`src/rtl/comparator_bist_pkg.sv`:
```
// comparator_bist_pkg
// Shared definitions for the comparator BIST engine: the sequencer state
// encoding, the default operand width and the error-counter ceiling.
package comparator_bist_pkg;

  typedef enum logic [1:0] {
    IDLE = 2'd0,
    RUN  = 2'd1,
    DONE = 2'd2
  } state_t;

  localparam int          WIDTH_DEF = 16;
  localparam logic [15:0] ERR_MAX   = 16'hFFFF;

endpackage

```
`src/rtl/bist_vec_gen.sv`:
```
// bist_vec_gen
// Operand generator for the comparator BIST. Holds the A/B operand registers
// that drive the comparator under test. A counts down and B counts up, both
// modulo 2^WIDTH. The last flag marks the final vector of a sweep (A == 0).
//
// Ports:
//   clk, rst        clock and synchronous active-high reset
//   load            load a_init/b_init into the operand registers
//   step            advance to the next vector (A-1, B+1)
//   a_init, b_init  first operand pair of a sweep
//   cmp_a, cmp_b    registered operands to the comparator
//   last            current vector is the final one of the sweep
module bist_vec_gen #(
  parameter int WIDTH = 16
) (
  input  logic             clk,
  input  logic             rst,
  input  logic             load,
  input  logic             step,
  input  logic [WIDTH-1:0] a_init,
  input  logic [WIDTH-1:0] b_init,
  output logic [WIDTH-1:0] cmp_a,
  output logic [WIDTH-1:0] cmp_b,
  output logic             last
);

  // Load has priority over step so a restart from DONE always begins cleanly.
  always_ff @(posedge clk) begin
    if (rst) begin
      cmp_a <= '0;
      cmp_b <= '0;
    end else if (load) begin
      cmp_a <= a_init;
      cmp_b <= b_init;
    end else if (step) begin
      cmp_a <= cmp_a - WIDTH'(1);
      cmp_b <= cmp_b + WIDTH'(1);
    end
  end

  assign last = (cmp_a == '0);

endmodule

```
`src/rtl/comparator_bist.sv`:
```
// comparator_bist
// Built-in self-test engine for the execute-stage magnitude comparator.
// Sweeps A downward and B upward one vector per cycle and checks the
// comparator result against the golden rule (A > B, unsigned). It reports
// busy/done, pass, a saturating error count, the number of vectors checked
// and the first failing operand pair.
//
// Ports:
//   clk, rst        clock and synchronous active-high reset
//   start           begin a sweep (honoured in IDLE or DONE only)
//   stop_on_fail    end the sweep at the first mismatch
//   a_init, b_init  first operand pair, sampled on the start edge
//   cmp_a, cmp_b    registered operands to the comparator
//   cmp_out         comparator result for cmp_a/cmp_b (same cycle)
//   busy, done      RUN / DONE status
//   pass            valid with done; high when no mismatch was seen
//   err_cnt         mismatch count, saturating
//   vec_cnt         number of vectors checked
//   fail_a, fail_b  operands of the first mismatch (0 if none)
module comparator_bist
  import comparator_bist_pkg::*;
#(
  parameter int WIDTH    = WIDTH_DEF,
  parameter bit CHECK_EQ = 1'b1
) (
  input  logic             clk,
  input  logic             rst,
  input  logic             start,
  input  logic             stop_on_fail,
  input  logic [WIDTH-1:0] a_init,
  input  logic [WIDTH-1:0] b_init,
  output logic [WIDTH-1:0] cmp_a,
  output logic [WIDTH-1:0] cmp_b,
  input  logic             cmp_out,
  output logic             busy,
  output logic             done,
  output logic             pass,
  output logic [15:0]      err_cnt,
  output logic [WIDTH:0]   vec_cnt,
  output logic [WIDTH-1:0] fail_a,
  output logic [WIDTH-1:0] fail_b
);

  state_t state;
  state_t state_nxt;

  logic load;
  logic step;
  logic last;
  logic expected;
  logic checked;
  logic mismatch;
  logic finish;

  bist_vec_gen #(
    .WIDTH (WIDTH)
  ) u_vec_gen (
    .clk    (clk),
    .rst    (rst),
    .load   (load),
    .step   (step),
    .a_init (a_init),
    .b_init (b_init),
    .cmp_a  (cmp_a),
    .cmp_b  (cmp_b),
    .last   (last)
  );

  // Golden compare and sweep control. Equal operands expect 0; when
  // CHECK_EQ is clear they are still counted as vectors but never flagged.
  // The final vector does not step, so cmp_a/cmp_b hold it in DONE.
  always_comb begin
    load     = 1'b0;
    step     = 1'b0;
    expected = 1'b0;
    checked  = 1'b0;
    mismatch = 1'b0;
    finish   = 1'b0;

    load     = start && (state != RUN);
    expected = (cmp_a > cmp_b);
    checked  = CHECK_EQ || (cmp_a != cmp_b);
    if (state == RUN) begin
      mismatch = checked && (cmp_out != expected);
      finish   = last || (mismatch && stop_on_fail);
      step     = !finish;
    end
  end

  always_ff @(posedge clk) begin
    if (rst) begin
      state <= IDLE;
    end else begin
      state <= state_nxt;
    end
  end

  always_comb begin
    state_nxt = state;
    case (state)
      IDLE:    if (start)  state_nxt = RUN;
      RUN:     if (finish) state_nxt = DONE;
      DONE:    if (start)  state_nxt = RUN;
      default: state_nxt = IDLE;
    endcase
  end

  // Result registers. The first-failure capture keys off the count before
  // this vector, so only the very first mismatch of a sweep is recorded.
  always_ff @(posedge clk) begin
    if (rst) begin
      err_cnt <= '0;
      vec_cnt <= '0;
      fail_a  <= '0;
      fail_b  <= '0;
    end else if (load) begin
      err_cnt <= '0;
      vec_cnt <= '0;
      fail_a  <= '0;
      fail_b  <= '0;
    end else if (state == RUN) begin
      vec_cnt <= vec_cnt + (WIDTH+1)'(1);
      if (mismatch) begin
        if (err_cnt != ERR_MAX) begin
          err_cnt <= err_cnt + 16'd1;
        end
        if (err_cnt == '0) begin
          fail_a <= cmp_a;
          fail_b <= cmp_b;
        end
      end
    end
  end

  assign busy = (state == RUN);
  assign done = (state == DONE);
  assign pass = done && (err_cnt == '0);

endmodule
```
`config.mk`:
```
export PLATFORM = sky130hd
export DESIGN_NAME = comparator_bist
export DESIGN_NICKNAME = d
export VERILOG_FILES = /design/src/rtl/comparator_bist_pkg.sv /design/src/rtl/bist_vec_gen.sv /design/src/rtl/comparator_bist.sv
export SDC_FILE = /design/constraint.sdc
export NUM_CORES = 1
export LEC_CHECK = 0
export CAP_MARGIN = 20
export CORE_MARGIN = 2
export CORE_UTILIZATION = 30
export DETAILED_ROUTE_END_ITERATION = 10
export SLEW_MARGIN = 20
export SYNTH_ARGS = -nofsm -noshare
export SYNTH_HDL_FRONTEND = slang
export SYNTH_SLANG_ARGS = --single-unit
export TNS_END_PERCENT = 20
```
`constraint.sdc`:
```
create_clock -name clk -period 2.9 [get_ports clk]
set_input_delay 0.435 -clock clk [delete_from_list [all_inputs] [get_ports clk]]
set_output_delay 0.435 -clock clk [all_outputs]
set_load 0.02 [all_outputs]
```
Figure 1. Clock nets (run 1).
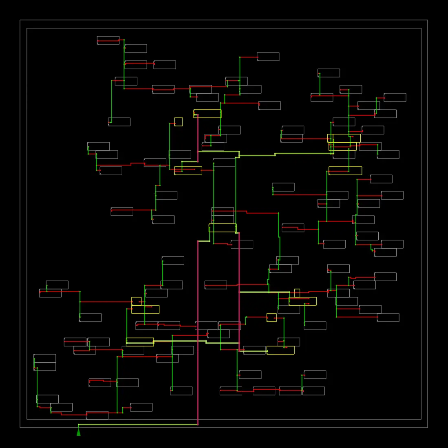
Clock Skews: 0.0140 ns
Clk power: 1.23 mW
clock buf count: 9
flip-flops: 99
Worst-Skew Late Latency: 0.36 ns

Figure 2. Routed clock nets over the placement (run 1).
(2 px per µm)
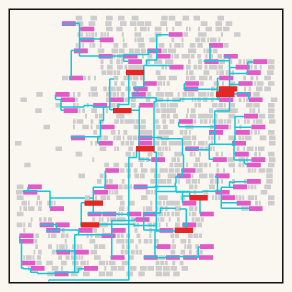
Cyan stands for clock wires, length 1,450 µm. Magenta stands for flip-flops, count 99. Red stands for clock-net drivers, count 9.
There are 10 routed clock nets.

==> flow_summary.json, run 1 <==
{
  "worstSetupPathType": "reg2out",
  "cts.sinks": 99,
  "cp-start-kind": "flop",
  "maxCapViolCount": 0,
  "grt_max_degree": 51,
  "cts_tree": "done",
  "num_antenna_cells": 0,
  "hold_depth": 2,
  "layout_top_cells": "136 x clkdlybuf4s50_1, 99 x dfxtp_1, 97 x nand2_1",
  "r2r_start": "u_vec_gen.cmp_b[14]",
  "layout-drive-gt1-share_pct": 11.5,
  "syn_inst": 648,
  "path_clk_slew_ns": 0.07,
  "cp_max_fo": 6,
  "largest_area_cell": "dfxtp_1",
  "ys.flops": 99,
  "p_per_area_nw_per_um2": 506,
  "async_flop_share_pct": 0,
  "worst_pin_slew_ns": 0.704,
  "ff2ff_setup_slack_ns": 0.15,
  "syn_nets": 706,
  "chipArea_um2": 18500,
  "grt_antenna_before_repair": 0,
  "max_slew_margin_pct": 53.1,
  "cts_resized": 0,
  "gp_congestion": 0.817,
  "required_ns": 2.47,
  "seq_area_um2": 1980,
  "holdBufCountCts": 0,
  "peakVddDrop_uv": 293,
  "numPortBuffers": 136,
  "setup_tns_ns": 0,
  "fin_crit_sh_pct": 95.6,
  "io_pins": 137,
  "comb_area_um2": 3000,
  "worstHoldEndpoint": "fail_b[4]",
  "yosys_area_um2": 5230,
  "grt_pass1_wl_um": 25500,
  "crit_path_end": "pass",
  "wl_um": 16400,
  "p_leak_nw": 2.61,
  "status": "completed",
  "most_common_cell": "dfxtp_1",
  "common_cells": "99 x dfxtp_1, 98 x nand2_1, 60 x nor2_1",
  "root_buffer": "clkbuf_16",
  "clock_path_buffers": 2,
  "grt_use_total_pct": 17.6,
  "cts-buffers-inserted": 9,
  "finalSetupViolations": 0,
  "drtPass1Iterations": 5,
  "critPathSlowestCell": "clkdlybuf4s50_1",
  "reg2regPathDepth": 10,
  "vias_per_cell": 5.05,
  "fp_util_pct": 30.4,
  "top_area_share_pct": 37.9,
  "cts_htree_levels": 3,
  "via_count": 5232,
  "seq_area_frac_synth_pct": 37.9,
  "flop_cell": "dfxtp_1",
  "core_um2": 17200,
  "crit_arrival_ns": 2.34,
  "top_cells_by_area": "dfxtp_1 38%, nand2_1 7.0%, a21oi_1 5.6%",
  "period_minus_slack_ns": 2.77,
  "core.rowCount": 48,
  "crit_start": "err_cnt[0]",
  "warnings": 27,
  "drtIter0Drc": 445,
  "grt_pass1_vias": 4698,
  "hpwl_um": 12000,
  "report.final.hold_viol_count": 0,
  "die_w_um": 136,
  "slowest_delay_ns": 0.61,
  "stdcell_count": 1036,
  "dp_cells": 1021,
  "die_h_um": 136,
  "fill_cells": 1750,
  "synth_area_um2": 5230,
  "ys_types": 58,
  "worst_hold_path_type": "reg2reg",
  "setup.worst_path.end_class": "output pin",
  "post-cts-setup-buffers": 0,
  "worstPathCellList": "inv_1 > ha_1 > nor4b_1 > nand4_1 > nor2_1 > clkdlybuf4s50_1",
  "rsz0062_at_grt": "false",
  "edf_count": 0,
  "postSynthAreaPerCell_um2": 8.07,
  "wl_per_cell_um": 15.8,
  "drv_slew": 0,
  "timing.fmax_mhz": 361,
  "min-delay-start": "fail_b[4]",
  "grt_overflow_total": 0,
  "power_mw": 3.77,
  "drc": 0,
  "layout.nets": 865,
  "ys_cells": 648,
  "area_delta_synth_final_pct": 42.4,
  "ant_nets": 0,
  "timing.rr.end": "err_cnt[9]",
  "yosys_warnings": 0,
  "lay_top_count": "clkdlybuf4s50_1"
}
Figure 3. PDN straps and rails (run 1).
(3 px per µm) Pins as bars on the die edge.
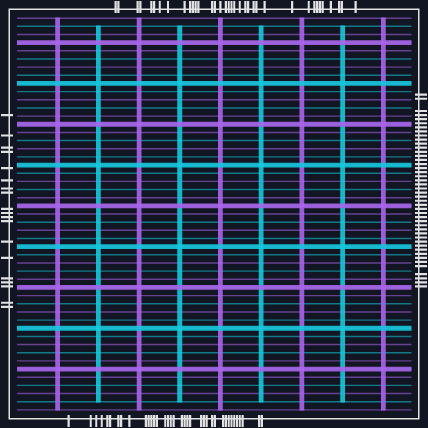
Cyan stands for VDD. Purple stands for VSS.
49 met1 rails follow the rows. 9 straps on met5.

[run 1: layout make-up]
class / instances / share of cell area, %
tap: 225 / 3.78
clock buffer: 9 / 3.03
multi-input combinational: 478 / 40.3
inverter: 31 / 1.56
timing repair buffer: 188 / 23.9
sequential: 99 / 26.6
clock inverter: 6 / 0.874
[run 1: through the flow]
stage / hold WS, ns / worst slack (ns) / util [%] / cell area (µm²)
final: 0.450 / 0.127 / 43.3 / 7440
after global routing: 0.474 / 0.00358 / 43.3 / 7440
after CTS: 0.454 / 0.104 / 43.2 / 7410
after detailed placement: 0.444 / 0.135 / 41.5 / 7120
after global placement: 0.438 / 0.204 / 41.5 / 7120
after floorplan: 0.495 / 0.0377 / - / 5230
[run 1: flip-flops by register name, summed over array words and instances, names as in the netlist]
register and cells:
err_cnt 16, state 2, u_vec_gen.cmp_b 16, fail_b 16
fail_a 16, u_vec_gen.cmp_a 16, vec_cnt 17
[run 1: logic make-up after synthesis]
kind of cell | share of synthesized area [%]
xor+xnor | 5.03
fa+ha+maj | 5.03
flops | 37.9
buf+inv | 5.79
mux | 1.44
simple gates | 29.5
compound gates | 15.3
[run 1: report_power, final]
| part | switching (mW) | internal (mW) |
|---|---|---|
| Clock | 0.564 | 0.668 |
| Combinational | 0.617 | 0.458 |
| Sequential | 0.0409 | 1.42 |
[run 1: critical path, delay by kind of cell, from the launching register on]
kind          cells  cell delay (ns)
fa+ha+maj         1             0.17
flops             1             0.36
simple gates      3             0.74
buf+inv           2             0.72
[run 1: layer usage]
layer | up-vias | wire [µm] | GRT usage (%)
met2 | 150 | 7510 | 27.3
met5 | - | 0 | 0
li1 | 2626 | - | -
met3 | 14 | 1050 | 4.36
met1 | 2442 | 7670 | 24.1
met4 | 0 | 186 | 4.92
Figure 4. Selected gate families (run 1).
(2 px per µm)
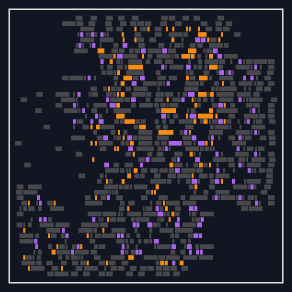

==> run 2, diff against run 1 <==
--- a/config.mk
+++ b/config.mk
@@ -7,8 +7,10 @@
 export LEC_CHECK = 0
 export CAP_MARGIN = 20
 export CORE_MARGIN = 2
-export CORE_UTILIZATION = 30
+export CORE_UTILIZATION = 45
 export DETAILED_ROUTE_END_ITERATION = 10
+export DONT_BUFFER_PORTS = 1
+export PLACE_DENSITY_LB_ADDON = 0.3
 export SLEW_MARGIN = 20
 export SYNTH_ARGS = -nofsm -noshare
 export SYNTH_HDL_FRONTEND = slang
Figure 5. Selected gate families (run 2).
(2 px per µm)
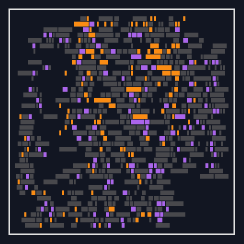
Purple stands for aoi and oai cells, cells 113, most used a21oi_1, where widely spread. Orange stands for nor cells, cells 106, most used nor2_1.

Figure 6. Clock nets (run 2).
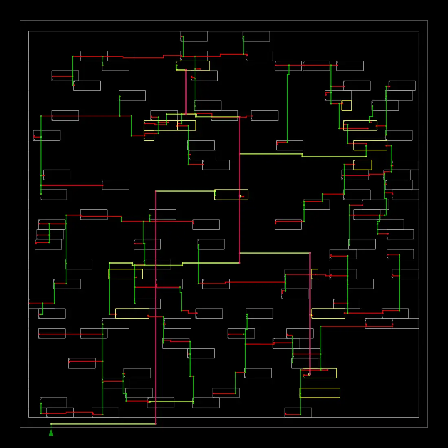
Clock Skews: 0.00817 ns
Worst-Skew Late Latency: 0.35 ns
clk sinks: 99
Inserted Clock Buffers: 9

==> flow_summary.json, run 2 <==
{
  "numPortBuffers": 0,
  "wl_um": 14900,
  "core_um2": 11400,
  "via_count": 4847,
  "cts_tree": "done",
  "cts_resized": 3,
  "drv_slew": 0,
  "ant_nets": 0,
  "async_flop_share_pct": 0,
  "yosys_area_um2": 5230,
  "syn_inst": 648,
  "intPower_mw": 2.44,
  "root_buffer": "clkbuf_16",
  "cts_htree_levels": 3,
  "area_delta_synth_final_pct": 14.6,
  "comb_power_share_pct": 24.2,
  "wl_per_cell_um": 18.3,
  "chipArea_um2": 12500,
  "top_register": "vec_cnt",
  "holdBufCountCts": 0,
  "crit_buf_inv": 2,
  "lay_top_count": "dfxtp_1",
  "drc": 0,
  "finalCoreUtilization_pct": 52.7,
  "syn_nets": 706,
  "postSynthAreaPerCell_um2": 8.07,
  "layout.nets": 726,
  "inv_count": 31,
  "required_ns": 3.18,
  "seq_area_frac_synth_pct": 37.9,
  "pwr-share-seq_pct": 41.2,
  "maxCapViolCount": 0,
  "cp_max_fo": 28,
  "die_w_um": 112,
  "path_clk_slew_ns": 0.07,
  "io_pins": 137,
  "buffers": 49,
  "fp_util_pct": 46.0,
  "status": "completed",
  "peakVddDrop_uv": 379,
  "clk_share_pct": 5.06,
  "largest_area_cell": "dfxtp_1",
  "tap_cells": 143,
  "grt_pass1_vias": 4604,
  "worstSetupPathType": "reg2reg",
  "finalSetupViolations": 0,
  "p_per_area_nw_per_um2": 601,
  "pre_cts_ws_ns": -0.0743,
  "comb_area_um2": 3030,
  "synth_area_um2": 5230,
  "edf_count": 0,
  "clkbuf_count": 11,
  "worstPathCellList": "inv_1 > ha_1 > nand4_1 > nor4_4 > a21boi_4 > o31a_4 > mux2i_2 > buf_12 > or4_1 > a21oi_1",
  "clkPwrFrac_pct": 34.6,
  "vias_per_cell": 5.94,
  "worst_pin_slew_ns": 0.809,
  "common_cells": "99 x dfxtp_1, 98 x nand2_1, 60 x nor2_1",
  "comb_cells": 478,
  "path_delay_family": "simple AND/OR/NAND/NOR gates",
  "fill_cells": 1096,
  "clock_path_buffers": 2,
  "period_minus_slack_ns": 2.78,
  "switching_share_pct": 32.2,
  "top_cells_by_area": "dfxtp_1 38%, nand2_1 7.0%, a21oi_1 5.6%",
  "seq_cell_count": 99,
  "core.rowCount": 39,
  "layout_top_cells": "99 x dfxtp_1, 96 x nand2_1, 60 x nor2_1",
  "seq-cell-share_pct": 33.1,
  "largest_reg_flops": 17,
  "die_h_um": 112,
  "p_leak_nw": 2.11,
  "power.switching_mw": 1.16,
  "buffer_area_share_pct": 6.35,
  "num_antenna_cells": 1,
  "grt_overflow_total": 0,
  "crit_arrival_ns": 3.06,
  "layout-drive-gt1-share_pct": 13.7,
  "worst_hold_path_type": "in2reg",
  "grt_antenna_before_repair": 1,
  "ys.flops": 99,
  "timing.hold.ws_ns": 0.160,
  "yosys_warnings": 0,
  "seq_area_um2": 1980,
  "drtPass1Iterations": 5,
  "dpl-instance-area_um2": 5630,
  "slowest_delay_ns": 0.49,
  "cp-start-kind": "flop",
  "drtIter0Drc": 399,
  "post-cts-setup-buffers": 0,
  "most_common_cell": "dfxtp_1",
  "ys_cells": 648,
  "max_slew_margin_pct": 46.0,
  "comb_share_pct": 50.5,
  "flop_cell": "dfxtp_1",
  "fin_crit_sh_pct": 95.9,
  "largest_class": "multi-input combinational cells",
  "timing.fmax_mhz": 360,
  "warnings": 28
}
-- run 2: cell types whose count changed in the layout (fill, tap and decap cells not counted), moves of 2 or more --
cell	change
clkdlybuf4s50_1	-136
a2111oi_2	+2
a2111oi_1	-2
inv_6	-2
buf_4	-2
clkbuf_8	+2
nor4_2	-2
-- run 2: through the flow --
step,std cells,TNS (ns)
floorplan,648,0
global placement,800,0
detailed placement,800,-0.0743
CTS,815,0
global route,816,-0.0505
finish,816,0
-- run 2: cells by family (layout without fill, tap and decap cells) --
family | Yosys count | in the layout | share of synthesized area (%)
muxes | 7 | 7 | 1.44
other | 0 | 1 | 0
xor gates and xnor gates | 30 | 30 | 5.03
buffers and inverters | 71 | 95 | 5.79
and+or+nand+nor | 295 | 295 | 29.5
adders and majority gates | 21 | 21 | 5.03
AOI/OAI and AO/OA | 125 | 125 | 15.3
DFF | 99 | 99 | 37.9
-- run 2: power by group through the flow --
stage	Clock (mW)	Combinational (mW)	Sequential [mW]
detailed placement	0	0.850	1.51
floorplan	0	0.506	1.60
CTS	1.27	0.857	1.48
finish	1.25	0.872	1.48
global route	1.32	0.953	1.49
global placement	0	0.828	1.51
-- run 2: per-layer routing --
layer  share of wire [%]  vias to the layer above  wire [µm]  GRT usage [%]
li1                    -                     2334          -              -
met1                  42                     2291       6280           29.9
met2                  46                      193       6880           37.1
met3                 8.9                       29       1330           8.38
met4                 2.7                        0        405           10.5
met5                   0                        -          0              0
-- run 2: path summary, 6_finish.rpt --
path / startpoint / end / slack, ns / cells past startpoint
setup reg to reg: u_vec_gen.cmp_b[7] / err_cnt[15] / 0.12 / 10
hold / removal: rst / state[1] / 0.16 / 1
setup / recovery: u_vec_gen.cmp_b[7] / err_cnt[15] / 0.12 / 10
hold reg to reg: state[0] / state[0] / 0.53 / 3
Figure 7. Signal wires by layer (run 2).
(4 px per µm)
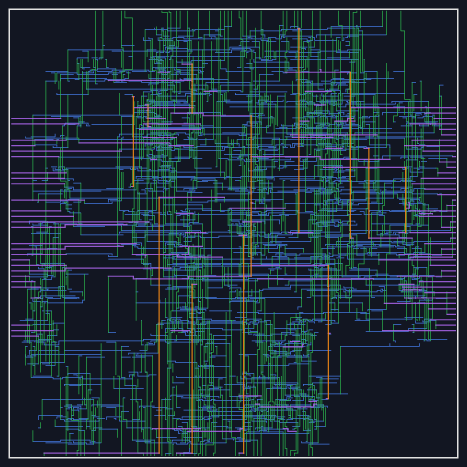

==> run 3, diff against run 2 <==
--- a/config.mk
+++ b/config.mk
@@ -6,7 +6,6 @@
 export NUM_CORES = 1
 export LEC_CHECK = 0
 export CAP_MARGIN = 20
-export CORE_MARGIN = 2
 export CORE_UTILIZATION = 45
 export DETAILED_ROUTE_END_ITERATION = 10
 export DONT_BUFFER_PORTS = 1
Figure 8. Signal wires by layer (run 3).
(4 px per µm)
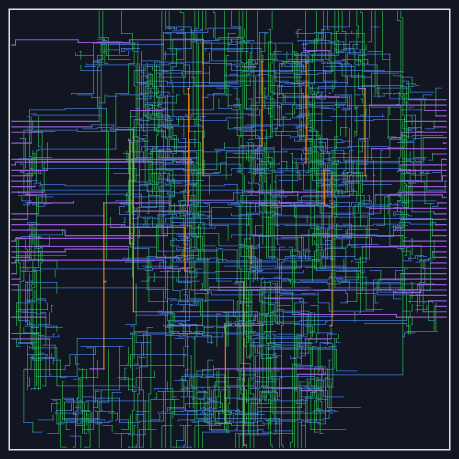
Blue stands for M1, wire length 6,090 µm. Green stands for M2, wire length 6,660 µm. Purple stands for M3, wire length 1,330 µm. Orange stands for M4, wire length 369 µm.

==> flow_summary.json, run 3 <==
{
  "path_clk_slew_ns": 0.07,
  "maxPowerGroup": "registers",
  "worst_hold_path_type": "in2reg",
  "core_um2": 11100,
  "setup_tns_ns": 0,
  "pg_comb_uw": 855,
  "largest_area_cell": "dfxtp_1",
  "syn_nets": 706,
  "p_per_area_nw_per_um2": 584,
  "drv_slew": 0,
  "common_cells": "99 x dfxtp_1, 98 x nand2_1, 60 x nor2_1",
  "design_area_um2": 5910,
  "grt_overflow_total": 0,
  "max_slew_margin_pct": 46.0,
  "die_w_um": 110,
  "cts_tree": "done",
  "finalSetupViolations": 0,
  "p_seq_mw": 1.48,
  "top_register": "vec_cnt",
  "gp_congestion": 0.904,
  "intPower_mw": 2.32,
  "synth_area_um2": 5230,
  "async_flop_share_pct": 0,
  "timing.hold.ws_ns": 0.164,
  "timing.fmax_mhz": 360,
  "met2_length_um": 6660,
  "top_area_share_pct": 37.9,
  "comb_power_share_pct": 24.7,
  "cp_max_fo": 12,
  "cts_htree_levels": 3,
  "cp-start-kind": "flop",
  "post-cts-setup-buffers": 0,
  "edf_count": 0,
  "switching_share_pct": 32.7,
  "clock_path_buffers": 2,
  "largest_reg_flops": 17,
  "wl_met1_um": 6090,
  "ys.flops": 99,
  "cts_resized": 0,
  "area_delta_synth_final_pct": 13.1,
  "warnings": 27,
  "grt_pass1_wl_um": 22800,
  "seq_area_frac_synth_pct": 37.9,
  "yosys_area_um2": 5230,
  "p_leak_nw": 2.10,
  "wl_per_cell_um": 17.8,
  "holdBufCountCts": 0,
  "fill_cells": 1041,
  "worst_pin_slew_ns": 0.810,
  "postSynthAreaPerCell_um2": 8.07,
  "top_layer_used": "met4",
  "cts-buffers-inserted": 9,
  "setup.worst_path.end_class": "flop",
  "stdcell_count": 812,
  "finClkSkew_ns": 0.00778,
  "drtPass1Iterations": 4,
  "num_antenna_cells": 0,
  "cts.sinks": 99,
  "syn_inst": 648,
  "grt_antenna_before_repair": 0,
  "layout.nets": 726,
  "flop_cell": "dfxtp_1",
  "layout_top_cells": "99 x dfxtp_1, 96 x nand2_1, 60 x nor2_1",
  "required_ns": 3.15,
  "report.final.hold_viol_count": 0,
  "grt_pass1_vias": 4551,
  "maxCapViolCount": 0,
  "peakVddDrop_uv": 535,
  "worstSkewPairLatency_ns": 0.35,
  "power_clock_mw": 1.12,
  "numPortBuffers": 0,
  "grt_use_total_pct": 24.8,
  "power.switching_mw": 1.13,
  "io_pins": 137,
  "setup_slack_ns": 0.123,
  "top_cells_by_area": "dfxtp_1 38%, nand2_1 7.0%, a21oi_1 5.6%",
  "core.rowCount": 38,
  "use_met3_pct": 8.12,
  "ys_types": 58,
  "vias_per_cell": 5.91,
  "layout-drive-gt1-share_pct": 13.7,
  "chipArea_um2": 12100,
  "status": "completed",
  "crit_arrival_ns": 3.02,
  "clkPwrFrac_pct": 32.3,
  "hpwl_um": 10700,
  "pre_cts_ws_ns": 0.110,
  "dp_cells": 797,
  "grt_max_degree": 51,
  "grt.busiest_layer": "met2",
  "drtIter0Drc": 367,
  "grt_util_met2_pct": 39.9,
  "dpl-instance-area_um2": 5610,
  "lay_top_count": "dfxtp_1",
  "via_count": 4799,
  "wl_um": 14400,
  "root_buffer": "clkbuf_16",
  "worstSetupPathType": "reg2reg",
  "ant_nets": 0,
  "wl_met3_um": 1330,
  "period_minus_slack_ns": 2.78,
  "ys_cells": 648,
  "fin_crit_sh_pct": 95.8,
  "die_h_um": 110,
  "fp_util_pct": 47.2,
  "most_common_cell": "dfxtp_1",
  "yosys_warnings": 0,
  "pwr-share-seq_pct": 42.9,
  "met1_usage_pct": 30.1,
  "drc": 0,
  "rsz0062_at_grt": "false"
}
Figure 9. Selected gate families (run 3).
(2 px per µm)
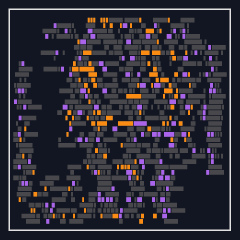
Purple stands for aoi and oai cells, cells 113, most used a21oi_1, where widely spread. Orange stands for nor cells, cells 106, most used nor2_1.

[run 3: cell counts after synthesis]
No cell type changed its count.
[run 3: worst paths after layout]
path	to	cells after the start	slack (ns)	start
worst min-delay path	state[0]	1	0.16	rst
worst min register to register	state[0]	3	0.53	state[0]
worst max-delay path	u_vec_gen.cmp_b[8]	10	0.12	u_vec_gen.cmp_b[15]
worst max register to register	u_vec_gen.cmp_b[8]	10	0.12	u_vec_gen.cmp_b[15]
[run 3: area by class of cell]
cell class | instances | area, µm² | share of cell area (%)
sequential | 99 | 1980 | 33.5
clock inverter | 5 | 28.8 | 0.487
inverter | 31 | 116 | 1.97
tap | 140 | 175 | 2.96
clock buffer | 10 | 239 | 4.04
timing repair buffer | 49 | 372 | 6.29
multi-input combinational | 478 | 3000 | 50.7
[run 3: cells by family (layout without fill, tap and decap cells)]
family	after synthesis	after routing	share of synthesized area, %
buffers and inverters	71	95	5.79
AND-OR/OR-AND	125	125	15.3
adder cells (fa/ha/maj)	21	21	5.03
XOR/XNOR	30	30	5.03
AND/OR/NAND/NOR	295	295	29.5
multiplexers	7	7	1.44
flip-flops	99	99	37.9
[run 3: metrics by stage]
stage,utilization (%),total power [mW]
final,53.4,3.45
after CTS,53.1,3.46
after global routing,53.4,3.61
after detailed placement,50.6,2.35
after floorplan,-,2.10
after global placement,50.6,2.32
[run 3: worst max-delay path, stage by stage, from the launching register on]
cell	delay, ns
dfxtp_1	0.34
inv_1	0.07
ha_1	0.31
nand4_2	0.15
nor2_1	0.07
a211o_1	0.34
o31a_1	0.36
buf_4	0.22
nor4_1	0.49
mux2i_1	0.26
nor3_1	0.06
Power and IR drop assume default switching activity.
